Fig. 1: clock routing
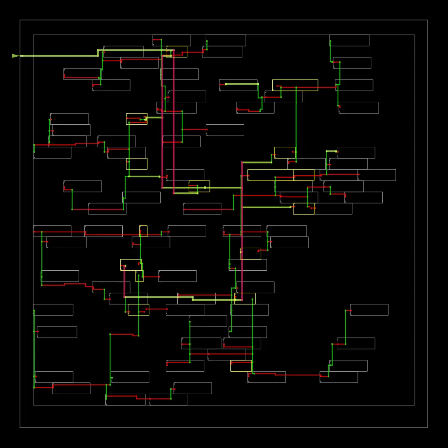
Fig. 2: metal layers overlaid
Scale bar: 20 µm. Two of the layers only.
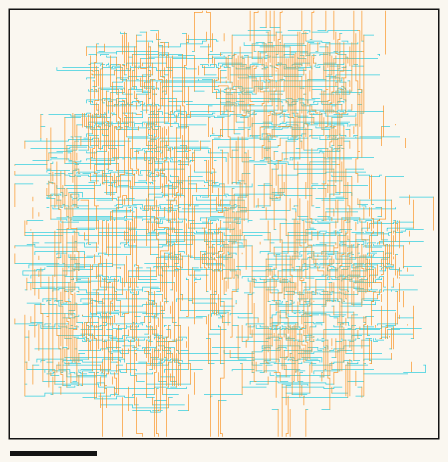
Fig. 3: M3 wires
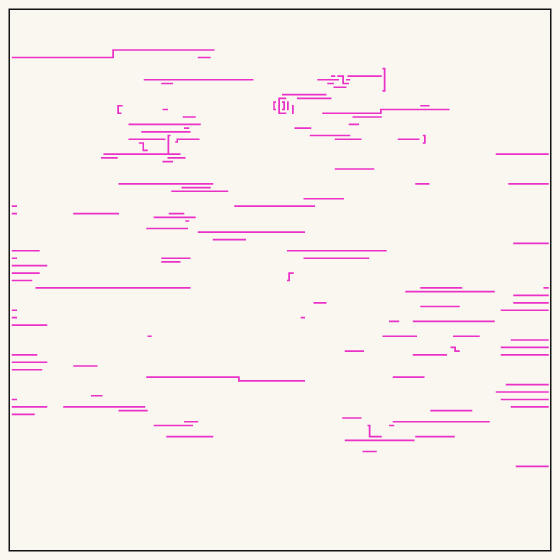
<file path="config.mk">
export PLATFORM = sky130hd
export DESIGN_NAME = capture_seq
export DESIGN_NICKNAME = d
export VERILOG_FILES = /design/src/rtl/capture_seq.sv
export SDC_FILE = /design/constraint.sdc
export NUM_CORES = 1
export LEC_CHECK = 0
export ABC_AREA = 1
export ABC_CLOCK_PERIOD_IN_PS = 1900
export CAP_MARGIN = 20
export CORE_MARGIN = 3
export CORE_UTILIZATION = 58
export CTS_BUF_LIST = sky130_fd_sc_hd__clkbuf_8
export DETAILED_ROUTE_END_ITERATION = 16
export PLACE_DENSITY = 0.91
export SYNTH_ARGS = -nofsm -noshare
export SYNTH_HDL_FRONTEND = slang
export SYNTH_SLANG_ARGS = --single-unit
</file>
<file path="constraint.sdc">
create_clock -name pktctrl_clk -period 1.9 [get_ports pktctrl_clk]
set_input_delay 0.285 -clock pktctrl_clk [delete_from_list [all_inputs] [get_ports pktctrl_clk]]
set_output_delay 0.285 -clock pktctrl_clk [all_outputs]
set_load 0.05 [all_outputs]
</file>
<file path="src/rtl/capture_seq.sv">
// capture_seq: sequences one ADC burst into the capture SRAM, then reads it out as framed packets.
// Optional macro CAPTURE_SEQ_SELF_TEST_EN adds a ramp test-pattern source during capture.
`timescale 1ns/1ps
module capture_seq #(
  parameter int ADDR_W = 15,
  parameter int DEPTH  = 32768
) (
  input  logic              pktctrl_clk,
  input  logic              pktctrl_rstn,
  input  logic              rf_capture_start,
  input  logic              rf_capture_mode,
  input  logic              rf_capture_again,
  input  logic              rf_96path_en,
  input  logic [1:0]        rf_pkt_data_length,
  input  logic [15:0]       rf_pkt_idle_length,
`ifdef CAPTURE_SEQ_SELF_TEST_EN
  input  logic              rf_self_test_mode,
  output logic [17:0]       test_wr_data,
`endif
  output logic              mem_wr_en,
  output logic [ADDR_W-1:0] mem_wr_addr,
  output logic              mem_rd_en,
  output logic [ADDR_W-1:0] mem_rd_addr,
  output logic              pkt_valid,
  output logic              pkt_sof,
  output logic              pkt_eof,
  output logic              capture_busy,
  output logic              capture_done
);

  typedef enum logic [2:0] {S_IDLE, S_CAPTURE, S_READ, S_GAP, S_DONE} state_t;

  localparam logic [ADDR_W-1:0] LAST_FULL = ADDR_W'(DEPTH - 32'd1);
  localparam logic [ADDR_W-1:0] LAST_HALF = ADDR_W'(DEPTH / 32'd2 - 32'd1);
  localparam logic [ADDR_W-1:0] ADDR_ONE  = {{(ADDR_W-1){1'b0}}, 1'b1};
  localparam logic [ADDR_W-1:0] ADDR_ZERO = {ADDR_W{1'b0}};

  function automatic logic [10:0] pkt_last_f(input logic [1:0] len);
    case (len)
      2'd0:    pkt_last_f = 11'd255;
      2'd1:    pkt_last_f = 11'd511;
      2'd2:    pkt_last_f = 11'd1023;
      default: pkt_last_f = 11'd2047;
    endcase
  endfunction

  state_t             r_state, w_state_nxt;
  logic               r_start_d, r_again_d, r_edge_ok, r_start_rise;
  logic [ADDR_W-1:0]  r_cap_last, w_cap_last_nxt;
  logic [10:0]        r_pkt_last, w_pkt_last_nxt;
  logic [ADDR_W-1:0]  r_wr_addr, w_wr_addr_nxt;
  logic [ADDR_W-1:0]  r_rd_addr, w_rd_addr_nxt;
  logic [10:0]        r_wcnt, w_wcnt_nxt;
  logic [15:0]        r_idle_cnt, w_idle_nxt;
  logic               r_wr_en, r_rd_en, r_pkt_valid, r_pkt_sof, r_pkt_eof, r_busy, r_done;
  logic               w_again_rise, w_rd_last, w_pkt_end;

  // r_edge_ok masks the first cycle after reset so a level already high is not taken as an edge.
  assign w_again_rise = rf_capture_again & ~r_again_d & r_edge_ok;
  assign w_rd_last    = (r_rd_addr == r_cap_last);
  assign w_pkt_end    = (r_wcnt == r_pkt_last) | w_rd_last;

  // Edge-detect registers for the start and replay controls.
  always_ff @(posedge pktctrl_clk or negedge pktctrl_rstn) begin
    if (!pktctrl_rstn) begin
      r_start_d    <= 1'b0;
      r_again_d    <= 1'b0;
      r_edge_ok    <= 1'b0;
      r_start_rise <= 1'b0;
    end else begin
      r_start_d    <= rf_capture_start;
      r_again_d    <= rf_capture_again;
      r_edge_ok    <= 1'b1;
      r_start_rise <= rf_capture_start & ~r_start_d & r_edge_ok;
    end
  end

  // State and counter registers.
  always_ff @(posedge pktctrl_clk or negedge pktctrl_rstn) begin
    if (!pktctrl_rstn) begin
      r_state    <= S_IDLE;
      r_cap_last <= ADDR_ZERO;
      r_pkt_last <= 11'd0;
      r_wr_addr  <= ADDR_ZERO;
      r_rd_addr  <= ADDR_ZERO;
      r_wcnt     <= 11'd0;
      r_idle_cnt <= 16'd0;
    end else begin
      r_state    <= w_state_nxt;
      r_cap_last <= w_cap_last_nxt;
      r_pkt_last <= w_pkt_last_nxt;
      r_wr_addr  <= w_wr_addr_nxt;
      r_rd_addr  <= w_rd_addr_nxt;
      r_wcnt     <= w_wcnt_nxt;
      r_idle_cnt <= w_idle_nxt;
    end
  end

  // Next-state and counter logic; a low start level overrides every transition.
  always_comb begin
    w_state_nxt    = r_state;
    w_cap_last_nxt = r_cap_last;
    w_pkt_last_nxt = r_pkt_last;
    w_wr_addr_nxt  = r_wr_addr;
    w_rd_addr_nxt  = r_rd_addr;
    w_wcnt_nxt     = r_wcnt;
    w_idle_nxt     = r_idle_cnt;
    if (!rf_capture_start) begin
      w_state_nxt = S_IDLE;
    end else begin
      case (r_state)
        S_IDLE: begin
          if (r_start_rise) begin
            w_state_nxt    = S_CAPTURE;
            w_wr_addr_nxt  = ADDR_ZERO;
            w_cap_last_nxt = rf_96path_en ? LAST_FULL : LAST_HALF;
            w_pkt_last_nxt = pkt_last_f(rf_pkt_data_length);
          end else begin
            w_state_nxt = S_IDLE;
          end
        end
        S_CAPTURE: begin
          if (r_wr_addr == r_cap_last) begin
            w_state_nxt   = S_READ;
            w_rd_addr_nxt = ADDR_ZERO;
            w_wcnt_nxt    = 11'd0;
          end else begin
            w_wr_addr_nxt = r_wr_addr + ADDR_ONE;
          end
        end
        S_READ: begin
          if (w_pkt_end && w_rd_last) begin
            w_state_nxt = S_DONE;
          end else if (w_pkt_end) begin
            w_rd_addr_nxt = r_rd_addr + ADDR_ONE;
            w_wcnt_nxt    = 11'd0;
            w_idle_nxt    = rf_pkt_idle_length;
            w_state_nxt   = (rf_pkt_idle_length == 16'd0) ? S_READ : S_GAP;
          end else begin
            w_rd_addr_nxt = r_rd_addr + ADDR_ONE;
            w_wcnt_nxt    = r_wcnt + 11'd1;
          end
        end
        S_GAP: begin
          if (r_idle_cnt <= 16'd1) begin
            w_state_nxt = S_READ;
            w_idle_nxt  = 16'd0;
          end else begin
            w_idle_nxt = r_idle_cnt - 16'd1;
          end
        end
        S_DONE: begin
          if (rf_capture_mode) begin
            w_state_nxt    = S_CAPTURE;
            w_wr_addr_nxt  = ADDR_ZERO;
            w_cap_last_nxt = rf_96path_en ? LAST_FULL : LAST_HALF;
            w_pkt_last_nxt = pkt_last_f(rf_pkt_data_length);
          end else if (w_again_rise) begin
            w_state_nxt   = S_READ;
            w_rd_addr_nxt = ADDR_ZERO;
            w_wcnt_nxt    = 11'd0;
          end else begin
            w_state_nxt = S_DONE;
          end
        end
        default: w_state_nxt = S_IDLE;
      endcase
    end
  end

  // Registered strobes; packet framing trails the read strobe by one cycle to match SRAM latency.
  always_ff @(posedge pktctrl_clk or negedge pktctrl_rstn) begin
    if (!pktctrl_rstn) begin
      r_wr_en     <= 1'b0;
      r_rd_en     <= 1'b0;
      r_pkt_valid <= 1'b0;
      r_pkt_sof   <= 1'b0;
      r_pkt_eof   <= 1'b0;
      r_busy      <= 1'b0;
      r_done      <= 1'b0;
    end else begin
      r_wr_en     <= (w_state_nxt == S_CAPTURE);
      r_rd_en     <= (w_state_nxt == S_READ);
      r_pkt_valid <= r_rd_en;
      r_pkt_sof   <= r_rd_en & (r_wcnt == 11'd0);
      r_pkt_eof   <= r_rd_en & w_pkt_end;
      r_busy      <= (w_state_nxt != S_IDLE) && (w_state_nxt != S_DONE);
      r_done      <= (w_state_nxt == S_DONE);
    end
  end

`ifdef CAPTURE_SEQ_SELF_TEST_EN
  logic [17:0] r_test_wr_data;

  // Ramp pattern aligned with the write strobe and address.
  always_ff @(posedge pktctrl_clk or negedge pktctrl_rstn) begin
    if (!pktctrl_rstn) begin
      r_test_wr_data <= 18'd0;
    end else if ((w_state_nxt == S_CAPTURE) && rf_self_test_mode) begin
      r_test_wr_data <= {3'b000, 15'(w_wr_addr_nxt)};
    end else begin
      r_test_wr_data <= 18'd0;
    end
  end

  assign test_wr_data = r_test_wr_data;
`endif

  assign mem_wr_en    = r_wr_en;
  assign mem_wr_addr  = r_wr_addr;
  assign mem_rd_en    = r_rd_en;
  assign mem_rd_addr  = r_rd_addr;
  assign pkt_valid    = r_pkt_valid;
  assign pkt_sof      = r_pkt_sof;
  assign pkt_eof      = r_pkt_eof;
  assign capture_busy = r_busy;
  assign capture_done = r_done;

endmodule

</file>
==> impl_metrics.ini <==
; flow metrics
[sta]
finalSetupViolations = 1
period_used_share = 1.01
worst_slack_ns = -0.0252

[critical_path]
crit_buf_inv = 1
cpPeakStageDelay_ns = 0.45
r2r_start = mem_rd_addr[0]

[floorplan]
fp.dieH_um = 98.8

[global_routing]
grt_use_met3 = 0.0432
grt_use_met1 = 0.332

[detailed_routing]
dr.first_iter.drc_count = 319
drcViolationCount = 0
drtPass1Iterations = 5
top_layer = met4

[yosys]
synth-edff-count = 0
yosys_area_um2 = 4990
netlist_area_um2 = 4990
post_synth_ao_oa_area_fraction = 0.0494

[power]
ir_drop_uv = 372
power_mw = 3.72

[worst_hold_path]
min_path_type = flip-flop to flip-flop
holdPathEnd = r_start_rise

[status]
status = finished with violations
violations = negative setup slack

[clock_network]
ctsLongestPathBuffers = 2
-- Fig. 1 (at the start) --
Flop Count: 76
Clock Sinks: 76
clk pwr: 1.45 mW
clk_skew: 0.00744 ns
clk ins delay skew pair: 0.35 ns

-- Fig. 2 (at the start) --
[orange] metal 2 | wire length: 6330 µm
[cyan] metal 1 | wire length: 5340 µm

-- Fig. 3 (at the start) --
share of all routed wire: 6.1%
main direction: horizontal
longest straight run: 28.1 µm
nets with wire on the layer: 101
wire length on this layer: 772 µm

where the power goes:
group | leakage [nW] | internal, mW | total [mW] | switching [mW]
clock network | 0.122 | 0.844 | 1.45 | 0.608
logic | 1.85 | 0.204 | 0.531 | 0.328
registers | 1.02 | 1.67 | 1.74 | 0.0659
total | 2.99 | 2.72 | 3.72 | 1.00
synth_stat cells, types with 9 or more instances:
| cell type | instances | area [µm²] |
|---|---|---|
| nand2_1 | 238 | 893 |
| nor2_1 | 107 | 402 |
| dfrtp_1 | 76 | 1900 |
| inv_1 | 60 | 225 |
| nand3_1 | 60 | 300 |
| xor2_1 | 27 | 236 |
| o21ai_0 | 20 | 100 |
| nand2_2 | 17 | 106 |
| nor3_1 | 15 | 75.1 |
| xnor2_1 | 12 | 105 |
| inv_2 | 9 | 33.8 |
cell type report:
type                            count  area (µm²)
Clock inverter                      4        70.1
Sequential cell                    76        1920
Multi-Input combinational cell    556        2730
Fill cell                         620        2250
Timing Repair Buffer               79         767
Inverter                           71         272
Clock buffer                       12         165
Tap cell                          105         131
registers in the layout, indices dropped and copies added, names as in the netlist, 2 cells and up:
register,flops
r_idle_cnt,16
r_state,3
r_pkt_last,3
mem_rd_addr,15
r_wcnt,11
r_cap_last,2
mem_wr_addr,15
per-stage QoR:
stage               std cells  TNS [ns]  hold slack [ns]  area (µm²)
floorplan                 718         0          -0.0106        5000
global placement          884         0            0.261        5760
detailed placement        884    -0.275            0.269        5760
CTS                       901         0            0.389        6000
global route              903    -0.167            0.405        6050
finish                    903   -0.0252            0.392        6050
repair_timing:
| item | in CTS | in global routing |
|---|---|---|
| hold buffers | 1 | 0 |
| resized | 9 | 18 |
| hold endpoints to repair | 33 | 0 |
| setup buffers | 0 | 2 |
| gates cloned | 0 | 0 |
| setup endpoints to repair | 9 | 47 |
| pin swaps | 0 | 1 |
No activity file was given, so power comes from the tool's default toggle rates.
